### src/rtl/mem_arb_pkg.sv
// mem_arb_pkg: shared types and constants for the fetch/load-store memory arbiter
package mem_arb_pkg;
    localparam int WORD_LEN = 32;
    localparam int ADDR_LEN = 32;
    localparam logic [WORD_LEN-1:0] FULL_MASK = '1;
    typedef enum logic [1:0] {IDLE, RD_ADDR, RD_DATA, WR} state_t;
    typedef enum logic {OWN_I, OWN_D} owner_t;
endpackage

### src/rtl/mem_arbiter.sv
// mem_arbiter: round-robin sharing of one memory port between fetch and load/store,
// with read-modify-write for partial-mask stores
module mem_arbiter
    import mem_arb_pkg::*;
#(
    parameter int WORD_LEN = mem_arb_pkg::WORD_LEN,
    parameter int ADDR_LEN = mem_arb_pkg::ADDR_LEN
) (
    input  logic                clk,
    input  logic                rst,
    input  logic                i_req_valid,
    output logic                i_req_ready,
    input  logic [ADDR_LEN-1:0] i_addr,
    output logic                i_resp_valid,
    output logic [WORD_LEN-1:0] i_rdata,
    input  logic                d_req_valid,
    output logic                d_req_ready,
    input  logic [ADDR_LEN-1:0] d_addr,
    input  logic                d_wen,
    input  logic [WORD_LEN-1:0] d_wmask,
    input  logic [WORD_LEN-1:0] d_wdata,
    output logic                d_resp_valid,
    output logic [WORD_LEN-1:0] d_rdata,
    output logic [ADDR_LEN-1:0] mem_addr,
    output logic                mem_ren,
    input  logic [WORD_LEN-1:0] mem_rdata,
    output logic                mem_wen,
    output logic [WORD_LEN-1:0] mem_wdata
);
    state_t              state, state_n;
    owner_t              last_grant, owner_q;
    logic [ADDR_LEN-1:0] addr_q;
    logic                wen_q;
    logic [WORD_LEN-1:0] wmask_q, data_q;
    logic                gnt_i, gnt_d, accept;

    // On a tie the requester that did not win last time is served
    assign gnt_d  = d_req_valid && (!i_req_valid || last_grant == OWN_I);
    assign gnt_i  = i_req_valid && !gnt_d;
    assign accept = state == IDLE && (gnt_i || gnt_d);

    always_ff @(posedge clk) begin
        if (rst) begin
            state      <= IDLE;
            last_grant <= OWN_I;
            owner_q    <= OWN_I;
            addr_q     <= '0;
            wen_q      <= 1'b0;
            wmask_q    <= '0;
            data_q     <= '0;
        end else begin
            state <= state_n;
            if (accept) begin
                last_grant <= gnt_d ? OWN_D : OWN_I;
                owner_q    <= gnt_d ? OWN_D : OWN_I;
                addr_q     <= gnt_d ? d_addr : i_addr;
                wen_q      <= gnt_d && d_wen;
                wmask_q    <= d_wmask;
                data_q     <= d_wdata;
            end else if (state == RD_DATA && wen_q) begin
                // store data is replaced by the merged word for the write-back
                data_q <= (mem_rdata & ~wmask_q) | (data_q & wmask_q);
            end
        end
    end

    always_comb begin
        state_n      = state;
        i_req_ready  = 1'b0;
        d_req_ready  = 1'b0;
        i_resp_valid = 1'b0;
        d_resp_valid = 1'b0;
        i_rdata      = '0;
        d_rdata      = '0;
        mem_addr     = '0;
        mem_ren      = 1'b0;
        mem_wen      = 1'b0;
        mem_wdata    = '0;
        if (!rst) begin
            case (state)
                IDLE: begin
                    i_req_ready = gnt_i;
                    d_req_ready = gnt_d;
                    if (gnt_d && d_wen)
                        state_n = (&d_wmask || ~|d_wmask) ? WR : RD_ADDR;
                    else if (accept)
                        state_n = RD_ADDR;
                end
                RD_ADDR: begin
                    mem_addr = addr_q;
                    mem_ren  = 1'b1;
                    state_n  = RD_DATA;
                end
                RD_DATA: begin
                    i_resp_valid = !wen_q && owner_q == OWN_I;
                    d_resp_valid = !wen_q && owner_q == OWN_D;
                    i_rdata      = i_resp_valid ? mem_rdata : '0;
                    d_rdata      = d_resp_valid ? mem_rdata : '0;
                    state_n      = wen_q ? WR : IDLE;
                end
                WR: begin
                    // an all-zero mask still responds but leaves memory untouched
                    mem_addr     = addr_q;
                    mem_wen      = |wmask_q;
                    mem_wdata    = data_q;
                    d_resp_valid = 1'b1;
                    state_n      = IDLE;
                end
                default: state_n = IDLE;
            endcase
        end
    end
endmodule

### config.mk
export PLATFORM = sky130hd
export DESIGN_NAME = mem_arbiter
export DESIGN_NICKNAME = d
export VERILOG_FILES = /design/src/rtl/mem_arb_pkg.sv /design/src/rtl/mem_arbiter.sv
export SDC_FILE = /design/constraint.sdc
export NUM_CORES = 1
export LEC_CHECK = 0
export ABC_AREA = 1
export CAP_MARGIN = 20
export CORE_AREA = 2 2 124 126
export CTS_CLUSTER_SIZE = 20
export DETAILED_ROUTE_END_ITERATION = 10
export DIE_AREA = 0 0 126 128
export HOLD_SLACK_MARGIN = 0.12
export PLACE_DENSITY = 0.77
export SETUP_SLACK_MARGIN = 0.2
export SYNTH_ARGS = -nofsm -noshare
export SYNTH_HDL_FRONTEND = slang
export SYNTH_SLANG_ARGS = --single-unit
### constraint.sdc
create_clock -name clk -period 1.79 [get_ports clk]
set_clock_uncertainty 0.2 [all_clocks]
set_input_delay 0.179 -clock clk [delete_from_list [all_inputs] [get_ports clk]]
set_output_delay 0.179 -clock clk [all_outputs]
set_load 0.005 [all_outputs]
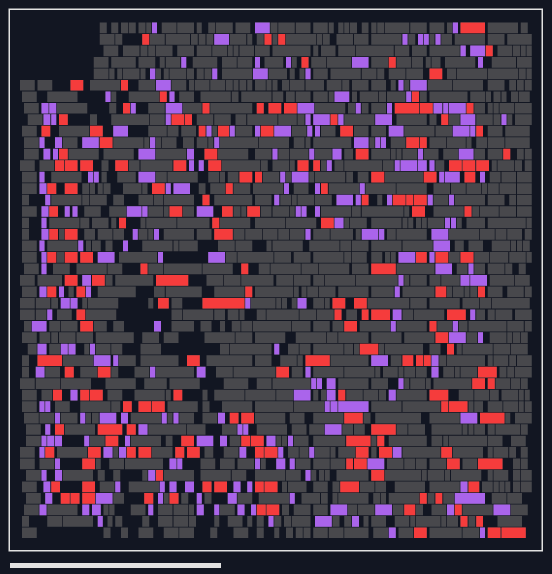
run_1/gates.png
Scale bar: 50 µm.
- aoi and oai cells: red (cells 188; where all over the die)
- nand cells: purple (cells 255; where all over the die)

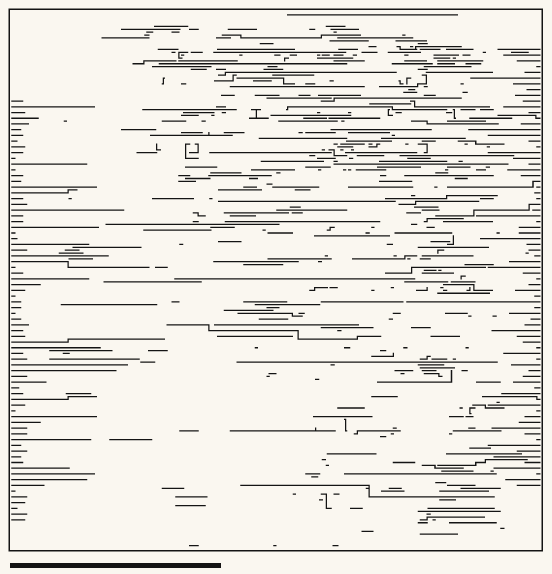
run_1/m3.png
Scale bar: 50 µm.
- nets with wire on the layer: 368
- share of all routed wire: 11%
- wire length on this layer: 4040 µm
- longest straight run: 61.6 µm
- main direction: horizontal

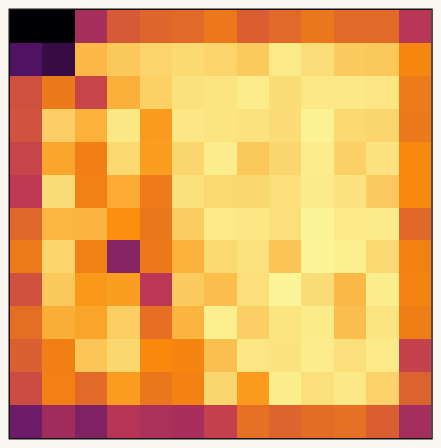
run_1/util_map.png
The die is cut into 13 by 13 equal tiles; black is low, pale yellow is high, 0 to 100% covered.
- fullest tile: 98%
- mean over tiles: 78%
- tiles over 75% full: 60%
- nearly empty tiles: 1.2%

-- run 1: worst min-delay path by stage --
stage,endpoint,slack [ns],cells past startpoint
floorplan,wmask_q[0]$_SDFFE_PP0P_,0.12,2
global placement,flop,0.27,2
detailed placement,flop,0.27,2
CTS,addr_q[15]$_SDFFE_PP0P_,0.18,3
global route,addr_q[2]$_SDFFE_PP0P_,0.20,3
finish,addr_q[15]$_SDFFE_PP0P_,0.19,3
-- run 1: Yosys cell counts (all sizes together) --
cell type    n  area, µm²
a211oi      19        143
a21oi       65        325
a31oi       32        200
buf         20        101
clkbuf      47        176
clkinv       1       3.75
dfxtp      100       2000
inv         83        312
nand2      198        743
nand3       55        275
nand4        2       12.5
nor2       157        592
nor3        40        205
nor4         6       37.5
o21ai       68        348
o31ai        2       15.0
o32ai        1       8.76
-- run 1: stage by stage --
| step | setup slack (ns) | setup TNS, ns |
|---|---|---|
| after floorplan | 0.198 | 0 |
| after global routing | -0.505 | -53.12 |
| after CTS | -0.357 | -38.82 |
| after detailed placement | -0.300 | -33.58 |
| final | -0.509 | -44.72 |
| after global placement | -0.228 | -27.90 |
-- run 1: power by group --
part | switching [mW] | internal [mW] | total [mW] | leakage, nW
clock | 0.922 | 1.15 | 2.07 | 0.145
sequential | 0.284 | 2.53 | 2.82 | 0.833
combinational | 2.18 | 2.08 | 4.26 | 4.89
total | 3.38 | 5.76 | 9.14 | 5.87
-- run 1: what timing repair did --
item / CTS / global route
buffers inserted: 19 / 39
hold endpoints to repair: 0 / 19
gates cloned: 4 / 39
pin swaps: 13 / 71
endpoints found under the setup margin: 233 / 234
resized: 488 / 603
hold buffers: 0 / 19
-- run 1: layer usage --
layer / track usage [%] / part of all wire, %
met4: 13.6 / 8.1
met5: 0 / 0.027
met1: 33.5 / 34
met3: 6.51 / 11
met2: 48.3 / 47
-- run 1: kinds of logic (layout without fill, tap and decap cells) --
group,after synthesis,in the layout,synth area share [%]
flip-flops,100,100,36.4
AND/OR/NAND/NOR,458,458,33.9
buffers and inverters,151,616,10.8
other,0,2,0
AND-OR/OR-AND,187,188,18.9
-- run 1: area by class of cell --
cell class              count  area share (%)
flip-flops and latches    100            15.8
repair inverters            1           0.127
repair buffers            517            41.2
inverters                  84            2.85
diodes                      2          0.0391
clock inverters             2           0.274
clock buffers              12            2.01
well taps                 188            1.84
multi-input cells         646            35.9
-- run 1: placed cells by master (no fill, tap or decap), drive strengths merged --
cell type,n
buf,299
nand2,198
nor2,157
clkdlybuf4s50,144
dfxtp,100
inv,82
o21ai,69
a21oi,65
nand3,55
clkbuf,45
nor3,40
a31oi,32
dlymetal6s2s,22
dlygate4sd3,19
a211oi,19
nor4,6
clkinv,4
diode,2
nand4,2
o31ai,2
o32ai,1
bufinv,1
-- run 1: worst reg2reg max path, cell delays in order (launching register included) --
cell and delay (ns):
dfxtp_4 0.38, buf_12 0.14, nor2_4 0.11, buf_6 0.13
buf_6 0.11, o21ai_4 0.12, buf_12 0.18, clkinv_16 0.08
buf_12 0.13, buf_12 0.16, nand2_4 0.05, a21oi_2 0.36
==> reports/results.tsv, run 1 <==
metric	value	unit
Avg WL per Cell	23.9	µm
Synth Seq Share	36.4	%
Crit path largest cell delay	0.38	ns
clock period minus final worst setup slack	2.30	ns
Die W	126	µm
#FFs+latches synth	100	
OpenROAD warnings	29	
Cells after Synth	896	
syn avg cell area	6.14	µm²
placed cell areas	9350	µm²
WL final	37.1	mm
via count	9167	
normalized max-slew margin	59.2	%
Clock Pin Slew Worst Setup and Hold Paths	0.07	ns
critical path endpoint category	flop	
Synth warnings	0	
Cell Area, Synth	5500	µm²
CTS tree	done	
placed cells	1416	
status	finished with violations	
first-pass GRT wire length	36.3	mm
pins over their slew limit	0	
crit path capture	wmask_q[19]$_SDFFE_PP0P_	
Final HPWL DP	16.1	mm
CP Class	reg -> reg	
I/O Pins	299	
H-tree Lvls	3	
routability cong.	0.862	
final-report setup violation count	219	
crit-path leading delay family	buffers and inverters	
Worst Path Arrival	2.32	ns
grt ovf	0	
Routed Antenna Nets	0	
Unique masters post-synth	23	
fill cell count	750	
CP startpoint kind	flop	
VDD IR max	471	µV
GRT Total Usage	28.2	%
number of cells in Yosys stat	896	
crit-path most repeated cell	buf_12	
number of core rows	45	
largest net degree at the start of global routing	50	
Post-Layout Cell Count	1552	
DR pass1 iterations	5	
post-route setup slack	-0.509	ns
Worst setup startpoint	state[0]$_SDFFE_PP0P_	
Pwr Total	9.14	mW
Static Leakage	5.87	nW
Die ar.	16100	µm²
Max Freq	435	MHz
Worst Tran Pin Value	0.607	ns
final cycle utilization of the critical path	128	%
Max Cap Viol	0	
slowest cell on the critical path	dfxtp_4	
final hold viol count	0	
CTS buffer count	9	
Min-Delay Startpoint	i_addr[15]	
post-route cell area	12800	µm²
Die Y	128	µm
Layout area overhead	132	%
nets@finish	1524	
DR iter-0 viols	959	
CP bufs+invs	7	
register area	2020	µm²
vias in the first global route	7129	
r2r startpoint	state[0]$_SDFFE_PP0P_	
Fin Hold WS	0.187	ns
Core ar.	14900	µm²
logic area	4590	µm²
CTS sink cnt	100	
fin util	86.0	%
failing checks	setup timing	
FP Util	37.0	%
PD cells	715	nW/µm²
Root Buffer	clkbuf_16	
layout cells sized above 1	47.9	%
Clock Latency Late Sink	0.36	ns
initial antenna violation count	3	
Max Root-Sink Buffers	2	
Vias per Instance	5.91	
crit path DRT	1.82	ns
PortBufs	298	
crit path max fanout	8	
CP Cell Sequence	buf_12, nor2_4, buf_6, buf_6, o21ai_4, buf_12, clkinv_16, buf_12, buf_12, nand2_4, a21oi_2	
setup slack, reg-to-reg	-0.51	ns
Levels on crit path	11	
==> inputs of run 2 (changes only) <==
--- a/config.mk
+++ b/config.mk
@@ -11,7 +11,7 @@
 export CTS_CLUSTER_SIZE = 20
 export DETAILED_ROUTE_END_ITERATION = 10
 export DIE_AREA = 0 0 126 128
-export HOLD_SLACK_MARGIN = 0.12
+export HOLD_SLACK_MARGIN = 0.1
 export PLACE_DENSITY = 0.77
 export SETUP_SLACK_MARGIN = 0.2
 export SYNTH_ARGS = -nofsm -noshare
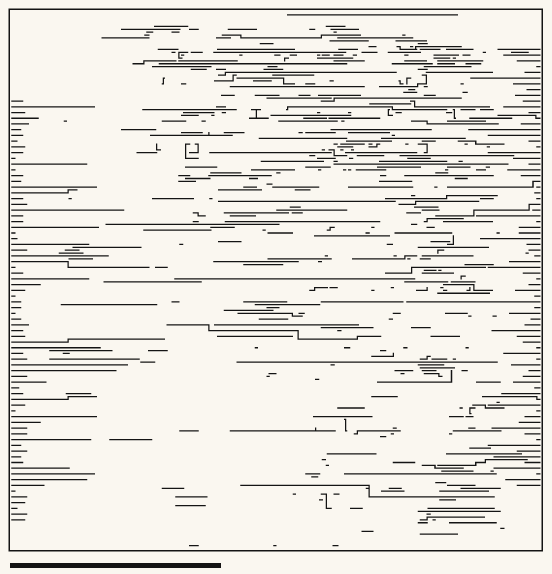
run_2/m3.png
Scale bar: 50 µm.
- main direction: horizontal
- longest straight run: 61.6 µm
- nets with wire on the layer: 368
- share of all routed wire: 11%

==> run 2 against run 1 <==
The run still ends with setup timing left; synthesized cell count did not move; critical path depth did not move; sequential power barely moved; via count did not move; combinational power barely moved; core utilization did not move; routed wire length did not move; first-iteration DRC count did not move; highest routed layer unchanged.
==> reports/results.tsv, run 2 <==
metric	value	unit
Fin Hold WS	0.187	ns
Worst Path Arrival	2.32	ns
Routed Antenna Nets	0	
vias in the first global route	7129	
critical path endpoint category	flop	
Core ar.	14900	µm²
Avg WL per Cell	23.9	µm
Synth Seq Share	36.4	%
DR pass1 iterations	5	
Die W	126	µm
cell type with the largest total area	dfxtp_1	
I/O Pins	299	
pins over their slew limit	0	
number of core rows	45	
FP Util	37.0	%
VDD IR max	471	µV
grt ovf	0	
setup slack, reg-to-reg	-0.51	ns
#FFs+latches synth	100	
layout cells sized above 1	47.9	%
PD cells	715	nW/µm²
Cells after Synth	896	
Clock Latency Late Sink	0.36	ns
Die ar.	16100	µm²
clock period minus final worst setup slack	2.30	ns
largest net degree at the start of global routing	50	
OpenROAD warnings	29	
Worst Tran Pin Value	0.607	ns
Yosys top cell by instances	nand2_1	
Post-synth area hogs	dfxtp_1 (36%), nand2_1 (14%), nor2_1 (11%)	
Die Y	128	µm
logic area	4590	µm²
Synth warnings	0	
crit-path most repeated cell	buf_12	
GRT Total Usage	28.2	%
post-route setup slack	-0.509	ns
Clock Pin Slew Worst Setup and Hold Paths	0.07	ns
CP Cell Sequence	buf_12, nor2_4, buf_6, buf_6, o21ai_4, buf_12, clkinv_16, buf_12, buf_12, nand2_4, a21oi_2	
post-route cell area	12800	µm²
CTS tree	done	
initial antenna violation count	3	
Async S/R FF share, synth	0	%
CTS buffer count	9	
WL final	37.1	mm
Commonest Layout Cell	clkdlybuf4s50_1	
status	finished with violations	
via count	9167	
top cell type's share of synthesized area	36.4	%
CP startpoint kind	flop	
Root Buffer	clkbuf_16	
DR iter-0 viols	959	
crit path DRT	1.82	ns
nets@finish	1524	
final hold viol count	0	
final cycle utilization of the critical path	128	%
crit path max fanout	8	
final-report setup violation count	219	
failing checks	setup timing	
fill cell count	750	
normalized max-slew margin	59.2	%
slowest cell on the critical path	dfxtp_4	
Vias per Instance	5.91	
first-pass GRT wire length	36.3	mm
routability cong.	0.862	
Crit path largest cell delay	0.38	ns
Cell Area, Synth	5500	µm²
Dominant flop cell	dfxtp_1	
Unique masters post-synth	23	
Max Cap Viol	0	
run 2: cell counts in the layout (fill, tap and decap cells not counted):
No cell type changed its count.
run 2: per-stage QoR:
stage	power [mW]	setup TNS [ns]	cells	setup WS [ns]	utilization [%]
final	9.14	-44.72	1552	-0.509	86.0
after global routing	9.39	-53.12	1552	-0.505	86.0
after CTS	7.05	-38.82	1453	-0.357	66.6
after detailed placement	4.87	-33.58	1416	-0.300	62.9
after global placement	4.82	-27.90	1416	-0.228	62.9
after floorplan	3.74	0	896	0.198	-
run 2: cells by family (layout without fill, tap and decap cells):
logic type / Yosys count / after routing / synth area share, %
flops: 100 / 100 / 36.4
compound gates: 187 / 188 / 18.9
buf+inv: 151 / 616 / 10.8
other cells: 0 / 2 / 0
simple gates: 458 / 458 / 33.9
run 2: repair_timing:
| action | CTS | global route |
|---|---|---|
| buffers inserted | 19 | 39 |
| hold buffers | 0 | 19 |
| gates resized | 488 | 603 |
| gates cloned | 4 | 39 |
| hold endpoints to repair | 0 | 19 |
| setup endpoints to repair | 233 | 234 |
| pin swaps | 13 | 71 |
run 2: routing by layer:
layer / global-route usage (%) / share of wire, %
met1: 33.5 / 34
met2: 48.3 / 47
met3: 6.51 / 11
met4: 13.6 / 8.1
met5: 0 / 0.027
run 2: layout make-up:
| type | count | area share, % |
|---|---|---|
| repair buffers | 517 | 41.2 |
| well taps | 188 | 1.84 |
| multi-input cells | 646 | 35.9 |
| clock inverters | 2 | 0.274 |
| flip-flops and latches | 100 | 15.8 |
| inverters | 84 | 2.85 |
| diodes | 2 | 0.0391 |
| repair inverters | 1 | 0.127 |
| clock buffers | 12 | 2.01 |
run 2: power by group:
part | internal (mW) | switching [mW]
registers | 2.53 | 0.284
logic | 2.08 | 2.18
clock network | 1.15 | 0.922
run 2: path summary, 6_finish.rpt:
| path | start | end | cells past startpoint |
|---|---|---|---|
| setup / recovery | state[0]$_SDFFE_PP0P_ | wmask_q[19]$_SDFFE_PP0P_ | 11 |
| hold / removal | i_addr[15] | addr_q[15]$_SDFFE_PP0P_ | 3 |
| setup reg to reg | state[0]$_SDFFE_PP0P_ | wmask_q[19]$_SDFFE_PP0P_ | 11 |
| hold reg to reg | flop | flop | 2 |
run 2: worst max-delay path, delay by kind of cell (launching register included):
| kind | cells | cell delay [ns] |
|---|---|---|
| compound gates | 2 | 0.47 |
| simple gates | 2 | 0.16 |
| buf+inv | 7 | 0.92 |
| flops | 1 | 0.38 |
Power and IR drop assume default switching activity.
